$ cat src/rtl/and32_slice_sequencer_pkg.sv
// Shared ALU controller definitions: FSM state encoding and slice geometry
// for the time-multiplexed 5-bit logic datapath.
package alu_pkg;

  typedef enum logic [1:0] {
    IDLE = 2'd0,
    RUN  = 2'd1,
    DONE = 2'd2
  } state_t;

  localparam int SLICE_W    = 5;
  localparam int AND_NSLICE = 7;
  localparam int CNT_W      = 3;

endpackage

$ cat src/rtl/and32_slice_sequencer_slice5_and.sv
// 5-bit combinational AND cell, the shared logic slice of the multi-cycle ALU.
module slice5_and (
  input  logic [4:0] a,
  input  logic [4:0] b,
  output logic [4:0] y
);

  assign y = a & b;

endmodule

$ cat src/rtl/and32_slice_sequencer.sv
// 32-bit AND built by stepping one 5-bit AND slice over the operand fields.
// Optional zero-result flag output when ZERO_FLAG_EN is defined.
//
// state | meaning
// IDLE  | waiting for start; result holds last completed value
// RUN   | one operand field per cycle through the slice, counter = field index
// DONE  | one-cycle done pulse; start here is accepted like in IDLE
module and32_slice_sequencer
  import alu_pkg::*;
#(
  parameter int WIDTH = 32,
  parameter int SLICE = SLICE_W
) (
  input  logic             clk,
  input  logic             reset,
  input  logic             start,
  input  logic [WIDTH-1:0] a,
  input  logic [WIDTH-1:0] b,
  output logic             busy,
  output logic             done,
  output logic [WIDTH-1:0] result
`ifdef ZERO_FLAG_EN
  ,
  output logic             zero
`endif
);

  localparam int NSLICE = (WIDTH + SLICE - 1) / SLICE;
  localparam logic [CNT_W-1:0] LAST = CNT_W'(NSLICE - 1);

  state_t           state;
  logic [CNT_W-1:0] cnt;
  logic [WIDTH-1:0] opa;
  logic [WIDTH-1:0] opb;
  logic [WIDTH-1:0] acc;
  logic [WIDTH-1:0] acc_nx;
  logic [SLICE-1:0] sl_a;
  logic [SLICE-1:0] sl_b;
  logic [SLICE-1:0] sl_y;

  // Bits of the top field beyond WIDTH never match any i, so they stay zero
  // on the way in and are dropped on the way out.
  always_comb begin
    sl_a   = '0;
    sl_b   = '0;
    acc_nx = acc;
    for (int i = 0; i < WIDTH; i++) begin
      if (i / SLICE == int'(cnt)) begin
        sl_a[i % SLICE] = opa[i];
        sl_b[i % SLICE] = opb[i];
        acc_nx[i]       = sl_y[i % SLICE];
      end
    end
  end

  slice5_and u_slice (
    .a (sl_a),
    .b (sl_b),
    .y (sl_y)
  );

  always_ff @(posedge clk or posedge reset) begin
    if (reset) begin
      state  <= IDLE;
      cnt    <= '0;
      opa    <= '0;
      opb    <= '0;
      acc    <= '0;
      busy   <= 1'b0;
      done   <= 1'b0;
      result <= '0;
`ifdef ZERO_FLAG_EN
      zero   <= 1'b0;
`endif
    end else begin
      done <= 1'b0;
      case (state)
        IDLE, DONE: begin
          if (start) begin
            opa   <= a;
            opb   <= b;
            cnt   <= '0;
            acc   <= '0;
            busy  <= 1'b1;
            state <= RUN;
          end else begin
            busy  <= 1'b0;
            state <= IDLE;
          end
        end
        RUN: begin
          acc <= acc_nx;
          if (cnt == LAST) begin
            result <= acc_nx;
`ifdef ZERO_FLAG_EN
            zero   <= (acc_nx == '0);
`endif
            cnt    <= '0;
            busy   <= 1'b0;
            done   <= 1'b1;
            state  <= DONE;
          end else begin
            cnt <= cnt + CNT_W'(1);
          end
        end
        default: begin
          busy  <= 1'b0;
          state <= IDLE;
        end
      endcase
    end
  end

endmodule

$ cat config.mk
export PLATFORM = sky130hd
export DESIGN_NAME = and32_slice_sequencer
export DESIGN_NICKNAME = d
export VERILOG_FILES = /design/src/rtl/and32_slice_sequencer_pkg.sv /design/src/rtl/and32_slice_sequencer_slice5_and.sv /design/src/rtl/and32_slice_sequencer.sv
export SDC_FILE = /design/constraint.sdc
export NUM_CORES = 1
export LEC_CHECK = 0
export ABC_AREA = 1
export ABC_CLOCK_PERIOD_IN_PS = 9390
export CORE_ASPECT_RATIO = 0.5
export CORE_MARGIN = 8
export CORE_UTILIZATION = 57
export CTS_BUF_LIST = sky130_fd_sc_hd__clkbuf_4 sky130_fd_sc_hd__clkbuf_8 sky130_fd_sc_hd__clkbuf_16
export DETAILED_ROUTE_END_ITERATION = 12
export GPL_TIMING_DRIVEN = 1
export PLACE_DENSITY = 0.85
export SLEW_MARGIN = 20
export SYNTH_ARGS = -nofsm -noshare
export SYNTH_HDL_FRONTEND = slang
export SYNTH_HIERARCHICAL = 1
export SYNTH_SLANG_ARGS = --single-unit
$ cat constraint.sdc
create_clock -name clk -period 9.39 [get_ports clk]
set_input_delay 0.939 -clock clk [delete_from_list [all_inputs] [get_ports clk]]
set_output_delay 0.939 -clock clk [all_outputs]
set_load 0.05 [all_outputs]
==> flow_summary.yaml, run 1 <==
# implementation run metrics
status:
  outcome: "finished clean"
final_timing:
  rsz0062_at_grt: "false"
  finalCritPeriodShare_pct: 32.7
  setup-violations-final: 0
  fin_skew_ns: 0.00592
  maxSlewHeadroom_pct: 30.8
  setup_ws_ns: 6.32
  fin_tns_setup_ns: 0
  holdWs_ns: 0.485
  finalCriticalPeriod_ns: 3.07
  worstMarginPinSlew_ns: 1.04
  drv_slew: 0
  hold_viol_final: 0
  fmax_ghz: 0.326
worst_setup_path:
  crit_path_frequent_cell: "nand2_1"
  endpoint_kind: "register"
  crit_slowest_cell: "ha_1"
  max_stage_delay_ns: 0.92
  worst_ep_required_time_ns: 9.71
  cp.arrival_ns: 3.39
  start_kind: "register"
  critPathLaunch: "cnt[2]$_DFFE_PP0P_"
  path_cells: "inv_2, ha_1, a21oi_1, nand2_1, nand2_1, a21oi_1, nand2_1, inv_1, inv_1, nand2_1, o21ai_0, o21ai_0"
  timing.rr.start: "cnt[2]$_DFFE_PP0P_"
  crit_fanout: 30
  critPathKind: "register to register"
global_route:
  grt_pass1_wl_mm: 24.0
  grt_max_degree: 95
  grt_pass1_vias: 4951
  overflow: 0
  antenna_found_initial: 0
  grt_use_total_pct: 21.7
synthesis:
  syn_nets: 677
  ys.flop_type: "dfrtp_1"
  synthArstFlopShare_pct: 100
  syn_avg_cell_area_sq_um: 9.67
  ys_seq_share_pct: 56.5
  ys_cells: 609
  syn_area_sq_um: 5890
  synth_flops: 133
  yosysUniqueCellTypes: 25
  synth-warning-count: 6
  edf_count: 0
  syn_inst: 609
die:
  die-area_sq_um: 14000
  initial_core_util_pct: 58.2
  rows: 26
clock_network:
  clock_latency_ns: 0.42
  ctsLongestPathBuffers: 2
  numCtsBuffers: 17
  htreeDepth: 4
  ctsResizeCount: 0
  postCtsHoldBufs: 0
  numClockSinks: 133
  clk_pin_slew_worst_paths_ns: 0.06
  post-cts-setup-buffers: 0
  clockRootBuffer: "clkbuf_16"
  cts_tree: "built"
place:
  pre_cts_ws_ns: 6.52
  gp_congestion: 0.795
  hpwl_mm: 9.35
cells_and_area:
  layout-drive-gt1-share_pct: 15.5
  n_fill_cell: 706
  logic_area_sq_um: 2160
  n_antenna_cell: 0
  lay_top_count: "dfrtp_1"
  most-common-layout-cells: "133 x dfrtp_1, 125 x nand2_1, 100 x clkdlybuf4s50_1"
  areaGrowthSynthToFinish_pct: 27.8
hold_path:
  min_from: "result[31]$_DFFE_PP0P_"
  hold_class: "register to register"
drt:
  drt_iter0_drc: 442
  wl_per_cell_microns: 17.1
  drtAntennaViolNets: 0
  drt-total-wl_mm: 14.5
  firstDrtPassIters: 5
  vias: 4731
  viasPerCell: 5.56
  route.detailed.drc: 0
power:
  power.leakage_nw: 3.46
  ir_drop_v: 0.000223
run:
  cap_violations: 0
  warnings: 26
==> run 1: final cells by class <==
type	count	share of cell area, %
clock inverter	10	1.70
clock buffer	22	6.40
tap	140	2.33
multi-input combinational	383	28.6
sequential	133	44.2
timing repair buffer	103	13.6
inverter	60	3.06
==> run 1: cells in the mapped netlist, drive strengths merged (2+ instances only) <==
cell type / number / area share, %
clkbuf: 11 / 0.70
nand3: 27 / 2.4
o21ai: 81 / 6.9
o22ai: 25 / 2.7
nand2: 129 / 8.3
nand4: 2 / 0.21
dfrtp: 133 / 56
mux2: 56 / 11
buf: 22 / 2.4
nor2: 33 / 2.5
a21oi: 26 / 2.2
inv: 60 / 3.9
==> run 1: final timing paths <==
| kind | depth (start not counted) | slack, ns | end |
|---|---|---|---|
| max | 12 | 6.32 | acc[26]$_DFFE_PP0P_ |
| min | 2 | 0.48 | result[31]$_DFFE_PP0P_ |
| max reg2reg | 12 | 6.32 | acc[26]$_DFFE_PP0P_ |
| min reg2reg | 2 | 0.48 | result[31]$_DFFE_PP0P_ |
| max in group asynchronous | 3 | 7.26 | opa[16]$_DFFE_PP0P_ |
| min in group asynchronous | 2 | 0.91 | opa[0]$_DFFE_PP0P_ |
==> run 1: worst max-delay path, delay by kind of cell, from the launching register on <==
kind	cells	cell delay, ns
flops	1	0.39
buf+inv	3	0.63
simple gates	4	0.36
fa+ha+maj	1	0.92
compound gates	4	0.67
==> run 1: state kept, by name, summed over array words and instances (netlist names) <==
| register | flops |
|---|---|
| acc | 30 |
| busy | 1 |
| cnt | 3 |
| done | 1 |
| opa | 32 |
| opb | 32 |
| result | 32 |
| state | 2 |
==> run 1: layer usage <==
layer | vias up | global-route usage [%] | share of wire [%] | wire length, microns
li1 | 2200 | - | - | -
met1 | 2299 | 25.5 | 42 | 6070
met2 | 192 | 36.8 | 49 | 7170
met3 | 40 | 5.30 | 5.8 | 846
met4 | 0 | 12.0 | 3.0 | 436
met5 | - | 0 | 0 | 0
==> run 1: power by group <==
| group | switching (mW) | total (mW) | internal [mW] |
|---|---|---|---|
| combinational | 0.832 | 1.29 | 0.457 |
| clock | 0.239 | 0.681 | 0.441 |
| sequential | 0.139 | 0.976 | 0.837 |
| total | 1.21 | 2.95 | 1.74 |
==> run 1: cells by family (layout without fill, tap and decap cells) <==
kind of cell	count (synthesis)	after routing	share of synthesized area, %
adders and majority gates	1	1	0.212
and+or+nand+nor	193	193	13.7
DFF	133	133	56.5
buffers and inverters	93	195	6.95
AOI/OAI and AO/OA	133	133	11.9
muxes	56	56	10.7
==> run 1: stage by stage <==
stage	instance area, sq um	instances	power, mW
final	7530	851	2.95
after global routing	7530	851	3.12
after CTS	7530	851	2.94
after detailed placement	6920	819	2.23
after global placement	6910	819	2.17
after floorplan	5890	609	1.89
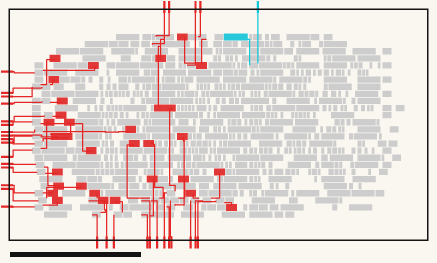
Figure 1: run 1, wires at chosen ports, followed through buffers.
Scale bar: 50 microns.
- b: red (direction input; end cells 32; buffers 32; wire 882 microns)
- done: cyan (direction output; end cells 1; buffers 1; wire 30.9 microns)
IO Port Bufs: 100
Ports: 101

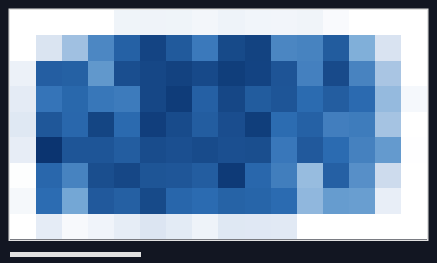
Figure 2: run 1, cell area per tile.
Scale bar: 50 microns. 16 x 9 tiles, from white (low) to dark blue (high), 0 to 100% covered.
- emptiest ninth of the die: south-east
- tiles over 75% full: 46%
- fullest tile: 98%
- nearly empty tiles: 15%
- densest ninth of the die: center
- mean over tiles: 52%
Final Util: 74.4%
core area: 10,100 sq um

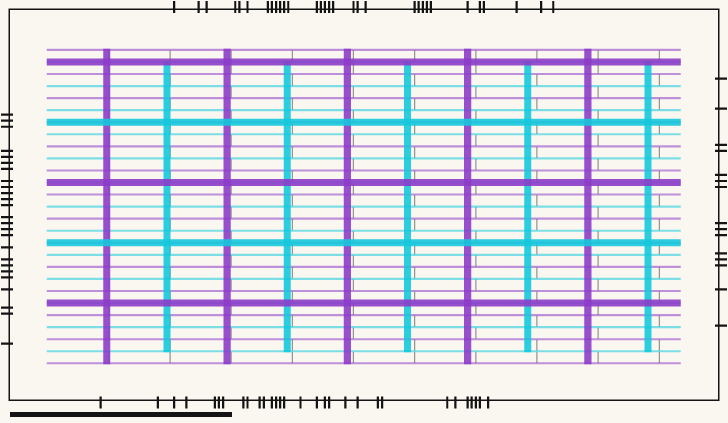
Figure 3: run 1, floorplan with the power grid.
Scale bar: 50 microns. Pins as bars on the die edge. Tap cells in gray.
- VSS: purple
- VDD: cyan
- met5 straps: 5
- signal pins: 101
- rows: 26
DIE HEIGHT: 87.9 microns
Die Wd: 160 microns

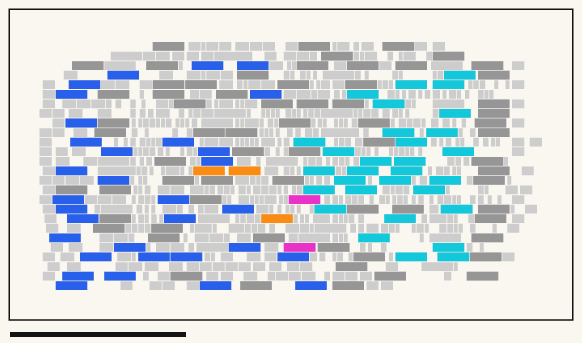
Figure 4: run 1, where the registers sit.
Scale bar: 50 microns. Other sequential cells in the stronger gray, the rest of the logic in the fainter gray.
- acc: cyan (placed flops 30)
- cnt: orange (placed flops 3)
- opb: blue (placed flops 32)
- state: magenta (placed flops 2)
- not colored: 66
Seq group: 0.976 mW
sequential cell area: 3330 sq um
fraction of area in registers: 44.2%

Figure 5. Cell placement (run 1).
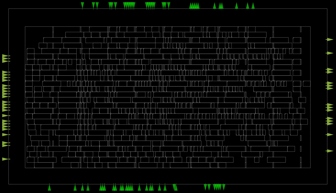

==> run 2, diff against run 1 <==
--- a/config.mk
+++ b/config.mk
@@ -6,14 +6,14 @@
 export NUM_CORES = 1
 export LEC_CHECK = 0
 export ABC_AREA = 1
-export ABC_CLOCK_PERIOD_IN_PS = 9390
+export ABC_CLOCK_PERIOD_IN_PS = 2500
 export CORE_ASPECT_RATIO = 0.5
 export CORE_MARGIN = 8
-export CORE_UTILIZATION = 57
+export CORE_UTILIZATION = 48
 export CTS_BUF_LIST = sky130_fd_sc_hd__clkbuf_4 sky130_fd_sc_hd__clkbuf_8 sky130_fd_sc_hd__clkbuf_16
 export DETAILED_ROUTE_END_ITERATION = 12
 export GPL_TIMING_DRIVEN = 1
-export PLACE_DENSITY = 0.85
+export PLACE_DENSITY = 0.76
 export SLEW_MARGIN = 20
 export SYNTH_ARGS = -nofsm -noshare
 export SYNTH_HDL_FRONTEND = slang
==> constraint.sdc (replaced) <==
create_clock -name clk -period 2.5 [get_ports clk]
set_input_delay 0.25 -clock clk [delete_from_list [all_inputs] [get_ports clk]]
set_output_delay 0.25 -clock clk [all_outputs]
set_load 0.05 [all_outputs]
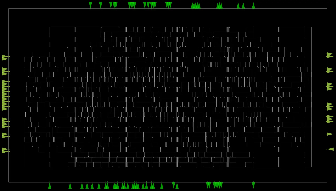
Figure 6: run 2, cell placement.
Final Util: 64.9%
fillers: 926
core area: 11,900 sq um
Row Count: 28

==> flow_summary.yaml, run 2 <==
# implementation run metrics
die:
  die_h_microns: 94.3
  die-area_sq_um: 16300
  initial_core_util_pct: 49.6
global_route:
  antenna_found_initial: 0
  overflow: 0
  grt_use_total_pct: 18.4
  grt_pass1_wl_mm: 24.2
cells_and_area:
  n_antenna_cell: 0
  areaGrowthSynthToFinish_pct: 30.8
  lay_top_count: "dfrtp_1"
  most-common-layout-cells: "131 x dfrtp_1, 125 x nand2_1, 100 x clkdlybuf4s50_1"
  seq_area_sq_um: 3330
  logic_area_sq_um: 2160
  layout.cells.non_filler: 888
  layout-drive-gt1-share_pct: 17.6
final_timing:
  worstMarginPinSlew_ns: 0.600
  drv_slew: 0
  rsz0062_at_grt: "false"
  fin_skew_ns: 0.00873
  fmax_ghz: 0.434
  finalCritPeriodShare_pct: 92.1
  hold_viol_final: 0
  setup-violations-final: 0
  maxSlewHeadroom_pct: 60.0
  fin_tns_setup_ns: 0
synthesis:
  yosysUniqueCellTypes: 25
  syn_nets: 677
  edf_count: 0
  syn_area_sq_um: 5890
  ys_seq_share_pct: 56.5
  yosysTopAreaCell: "dfrtp_1"
  synth_flops: 133
  ys_cells: 609
  top_cells_by_area: "dfrtp_1 56%, mux2_2 11%, nand2_1 8.0%, o21ai_1 4.5%, inv_1 3.3%"
  syn_inst: 609
  most_common_cell: "dfrtp_1"
  synth.top_cells.by_count: "133 x dfrtp_1, 126 x nand2_1, 56 x mux2_2"
worst_setup_path:
  endpoint_kind: "register"
  crit_fanout: 18
  cp.arrival_ns: 2.58
  critPathKind: "register to register"
  crit_slowest_cell: "dfrtp_1"
  cp_num_buf_inv: 3
  start_kind: "register"
  critical_path.top_delay_family: "simple AND/OR/NAND/NOR gates"
  worst_ep_required_time_ns: 2.77
  crit_path_frequent_cell: "nand2_1"
drt:
  drt-total-wl_mm: 14.7
  vias: 4717
  viasPerCell: 5.31
  drt_iter0_drc: 319
  firstDrtPassIters: 6
  route.detailed.drc: 0
  wl_per_cell_microns: 16.6
  drtAntennaViolNets: 0
clock_network:
  htreeDepth: 4
  ctsLongestPathBuffers: 2
  clockRootBuffer: "clkbuf_16"
  numClockSinks: 133
power:
  clockPowerShare_pct: 23.3
  p_sw_mw: 4.61
  seq_power_share_pct: 32.6
  intPower_mw: 6.71
  p_comb_share_pct: 44.1
  swShare_pct: 40.7
run:
  warnings: 26
  cap_violations: 0
place:
  dp_cells: 856
  hpwl_mm: 9.83
  numPortBuffers: 100
status:
  outcome: "finished clean"
run 2: cell counts after synthesis:
No cell type changed its count.
run 2: metrics by stage:
step                instance area, sq um  setup WS, ns
detailed placement                  7070         0.188
CTS                                 7700        0.0211
finish                              7710         0.198
floorplan                           5890         0.377
global placement                    7070         0.189
global route                        7710        0.0162
run 2: final timing paths:
check                      slack, ns                      to  cells past startpoint                from
min in group clk                0.42     opa[13]$_DFFE_PP0P_                      3               a[13]
hold reg to reg                 0.47        busy$_DFFE_PP0P_                      2    busy$_DFFE_PP0P_
hold / removal                  0.18  result[18]$_DFFE_PP0P_                      2               reset
max in group asynchronous       1.60      cnt[0]$_DFFE_PP0P_                      3               reset
setup reg to reg                0.20     acc[20]$_DFFE_PP0P_                     16  cnt[2]$_DFFE_PP0P_
setup / recovery                0.20     acc[20]$_DFFE_PP0P_                     16  cnt[2]$_DFFE_PP0P_
run 2: power by group through the flow:
stage | clock, mW | combinational (mW) | sequential (mW)
2_1_floorplan | 0 | 2.79 | 4.31
6_report | 2.63 | 5.00 | 3.69
3_5_place_dp | 0 | 4.88 | 3.71
3_3_place_gp | 0 | 4.75 | 3.68
5_1_grt | 2.74 | 5.48 | 3.80
4_1_cts | 2.65 | 4.97 | 3.68
run 2: area by class of cell:
| class | instances | share of cell area, % |
|---|---|---|
| Sequential cell | 133 | 43.2 |
| Multi-Input combinational cell | 383 | 28.0 |
| Timing Repair Buffer | 115 | 14.9 |
| Clock buffer | 24 | 6.61 |
| Inverter | 60 | 3.00 |
| Tap cell | 165 | 2.68 |
| Clock inverter | 8 | 1.56 |
run 2: kinds of logic (layout without fill, tap and decap cells):
| group | count (synthesis) | after routing | synth area share [%] |
|---|---|---|---|
| AND-OR/OR-AND | 133 | 133 | 11.9 |
| adder cells (fa/ha/maj) | 1 | 1 | 0.212 |
| buffers and inverters | 93 | 207 | 6.95 |
| flip-flops | 133 | 133 | 56.5 |
| multiplexers | 56 | 56 | 10.7 |
| AND/OR/NAND/NOR | 193 | 193 | 13.7 |
run 2: worst register-to-register path, delay by kind of cell, from the launching register on:
kind,cells,cell delay (ns)
flip-flops,1,0.40
buffers and inverters,3,0.39
AND/OR/NAND/NOR,11,1.17
AND-OR/OR-AND,2,0.21
run 2: timing repair:
action	in CTS	in global routing
endpoints found under the setup margin	0	11
resized	0	7
hold buffers	0	0
buffers inserted	0	0
run 2: layer usage:
| metal | track usage [%] | share of wire [%] |
|---|---|---|
| met1 | 22.4 | 43 |
| met2 | 32.4 | 50 |
| met3 | 4.18 | 6.4 |
| met4 | 6.27 | 1.4 |
| met5 | 0 | 0 |
Figure 7. Where the registers sit (run 2).
Scale bar: 50 microns. Other sequential cells in the stronger gray, the rest of the logic in the fainter gray.
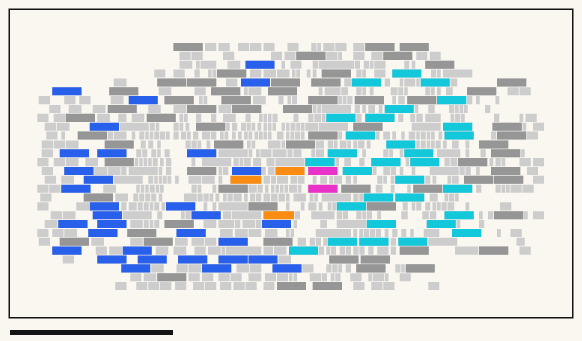

==> run 3, diff against run 2 <==
--- a/config.mk
+++ b/config.mk
@@ -5,7 +5,6 @@
 export SDC_FILE = /design/constraint.sdc
 export NUM_CORES = 1
 export LEC_CHECK = 0
-export ABC_AREA = 1
 export ABC_CLOCK_PERIOD_IN_PS = 2500
 export CORE_ASPECT_RATIO = 0.5
 export CORE_MARGIN = 8
@@ -13,7 +12,7 @@
 export CTS_BUF_LIST = sky130_fd_sc_hd__clkbuf_4 sky130_fd_sc_hd__clkbuf_8 sky130_fd_sc_hd__clkbuf_16
 export DETAILED_ROUTE_END_ITERATION = 12
 export GPL_TIMING_DRIVEN = 1
-export PLACE_DENSITY = 0.76
+export PLACE_DENSITY = 0.77
 export SLEW_MARGIN = 20
 export SYNTH_ARGS = -nofsm -noshare
 export SYNTH_HDL_FRONTEND = slang
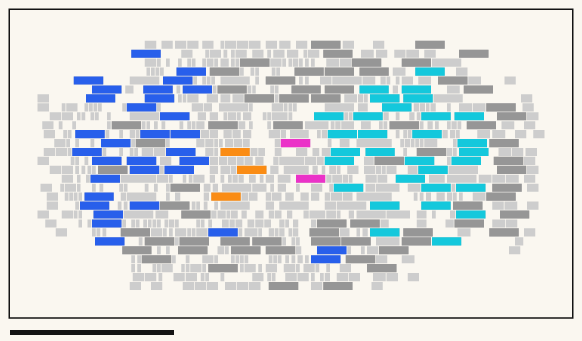
Figure 8: run 3, where the registers sit.
Scale bar: 50 microns. Other sequential cells in the stronger gray, the rest of the logic in the fainter gray.
- acc: cyan (placed flops 30; where east)
- state: magenta (placed flops 2)
- opb: blue (placed flops 32)
- cnt: orange (placed flops 3)
- not colored: 66
fraction of area in registers: 43.8%
Seq group: 3.60 mW
Final Util: 64.6%

==> flow_summary.yaml, run 3 <==
# implementation run metrics
status:
  outcome: "finished clean"
global_route:
  antenna_found_initial: 0
  grt_pass1_wl_mm: 23.3
  grt_use_total_pct: 18.3
  overflow: 0
  grt_pass1_vias: 4496
  grt_max_degree: 69
drt:
  drt_iter0_drc: 311
  wl_per_cell_microns: 16.4
  route.detailed.drc: 0
  firstDrtPassIters: 5
  viasPerCell: 5.18
  drt-total-wl_mm: 14.2
  vias: 4485
  drtAntennaViolNets: 0
synthesis:
  syn_area_sq_um: 5770
  adder_share_pct: 0.217
  xor_share_pct: 0
  topCombFamilyByArea: "simple AND/OR/NAND/NOR gates"
  synth_top_area_share_pct: 57.6
  synth-warning-count: 6
  syn_nets: 659
  ys_area_sq_um: 5770
  syn_avg_cell_area_sq_um: 9.77
  synthAoiAreaFrac_pct: 8.75
  syn_inst: 591
  ys_sh_mux_pct: 9.14
  synth.top_cells.by_count: "228 x nand2_1, 133 x dfrtp_1, 35 x o21ai_0"
  most_common_cell: "nand2_1"
  ys_cells: 591
  ys_seq_share_pct: 57.6
  yosysUniqueCellTypes: 32
  top_cells_by_area: "dfrtp_1 58%, nand2_1 15%, mux2_2 5.3%, mux2i_1 3.3%, o21ai_0 3.0%"
  ys.flop_type: "dfrtp_1"
  edf_count: 0
  yosysTopAreaCell: "dfrtp_1"
  simple_gate_area_share_pct: 20.8
  synthArstFlopShare_pct: 100
  synth_flops: 133
power:
  p_per_area_nw_per_um2: 1360
  power.leakage_nw: 3.57
  ir_drop_v: 0.000579
final_timing:
  hold_viol_final: 0
  finalCriticalPeriod_ns: 2.35
  fin_skew_ns: 0.00798
  finalCritPeriodShare_pct: 94.1
  rsz0062_at_grt: "false"
  drv_slew: 0
  maxSlewHeadroom_pct: 57.5
  fin_tns_setup_ns: 0
  setup-violations-final: 0
  worstMarginPinSlew_ns: 0.635
  fmax_ghz: 0.425
  holdWs_ns: 0.240
worst_setup_path:
  start_kind: "register"
  critical_path.top_delay_family: "simple AND/OR/NAND/NOR gates"
  r2r_cells: 8
  timing.rr.start: "cnt[0]$_DFFE_PP0P_"
  crit_fanout: 24
  path_cells: "buf_4, nand2b_4, nor2_2, a211oi_1, a211oi_1, and2_1, mux2i_1, a21oi_1"
  worst_ep_required_time_ns: 2.83
  r2r_end: "result[17]$_DFFE_PP0P_"
  cp_num_buf_inv: 1
  endpoint_kind: "register"
  crit_slowest_cell: "and2_1"
  max_stage_delay_ns: 0.40
  reg2reg_setup_slack_ns: 0.15
  critPathKind: "register to register"
  crit_path_frequent_cell: "a211oi_1"
  cp.arrival_ns: 2.68
clock_network:
  clk_pin_slew_worst_paths_ns: 0.06
  numClockSinks: 133
  ctsResizeCount: 0
  post-cts-setup-buffers: 0
  ctsLongestPathBuffers: 2
  cts_tree: "built"
  htreeDepth: 4
  clock_latency_ns: 0.42
  clockRootBuffer: "clkbuf_16"
  numCtsBuffers: 17
  postCtsHoldBufs: 0
cells_and_area:
  layout.nets: 757
  layout-drive-gt1-share_pct: 12.4
  most-common-layout-cells: "228 x nand2_1, 133 x dfrtp_1, 100 x clkdlybuf4s50_1"
  areaGrowthSynthToFinish_pct: 31.7
  n_antenna_cell: 0
  lay_top_count: "nand2_1"
  reg_top3: "opa: 32 flops, opb: 32 flops, result: 32 flops"
run:
  warnings: 26
  cap_violations: 0
place:
  gp_congestion: 0.851
  numPortBuffers: 100
  hpwl_mm: 9.80
die:
  rows: 28
  die-area_sq_um: 16000
  die_w_microns: 171
  initial_core_util_pct: 49.1
  coreArea_sq_um: 11800
  die_h_microns: 93.6
  ios: 101
hold_path:
  hold_class: "primary input to asynchronous set/reset pin"
run 3: cells by family (layout without fill, tap and decap cells):
logic type	after synthesis	count (layout)
buf+inv	44	154
fa+ha+maj	1	1
compound gates	82	82
flops	133	133
mux	49	49
simple gates	282	282
run 3: worst reg2reg max path, stage by stage (launching register included):
cell and delay (ns):
dfrtp_1 0.37, buf_4 0.23, nand2b_4 0.21, nor2_2 0.27, a211oi_1 0.14, a211oi_1 0.33
and2_1 0.40, mux2i_1 0.13, a21oi_1 0.19
run 3: final cells by class:
cell class	instances	area (sq um)
Clock buffer	19	447
Timing Repair Buffer	116	1170
Fill cell	931	4170
Clock inverter	12	154
Multi-Input combinational cell	414	2270
Tap cell	165	206
Inverter	7	30.0
Sequential cell	133	3330
run 3: power breakdown:
part | internal [mW] | leakage [nW] | switching, mW
registers | 3.05 | 1.73 | 0.549
clock network | 1.60 | 0.289 | 0.937
logic | 1.55 | 1.55 | 2.64
total | 6.21 | 3.57 | 4.13
run 3: worst max-delay path by stage:
stage | from | endpoint | slack, ns | cells after the start
floorplan | cnt[2]$_DFFE_PP0P_ | result[16]$_DFFE_PP0P_ | 0.008 | 12
global route | cnt[0]$_DFFE_PP0P_ | result[17]$_DFFE_PP0P_ | 0.05 | 8
detailed placement | cnt[0]$_DFFE_PP0P_ | result[17]$_DFFE_PP0P_ | 0.24 | 8
finish | cnt[0]$_DFFE_PP0P_ | result[17]$_DFFE_PP0P_ | 0.15 | 8
CTS | cnt[0]$_DFFE_PP0P_ | result[17]$_DFFE_PP0P_ | 0.08 | 8
global placement | cnt[1]$_DFFE_PP0P_ | result[18]$_DFFE_PP0P_ | 0.42 | 8
run 3: stage by stage:
step	total power [mW]	cell area (sq um)	utilization (%)	cells	setup WS [ns]
after floorplan	6.39	5780	-	591	0.00786
after global placement	7.60	7000	59.5	835	0.421
after detailed placement	7.74	7000	59.5	835	0.236
after CTS	10.3	7600	64.6	866	0.0796
after global routing	10.9	7600	64.6	866	0.0492
final	10.3	7600	64.6	866	0.149
run 3: metal layers:
metal	wire length (microns)	GRT usage, %
met1	6550	25.2
met2	6690	28.3
met3	796	4.96
met4	161	4.60
met5	0	0
No activity file was given, so power comes from the tool's default toggle rates.
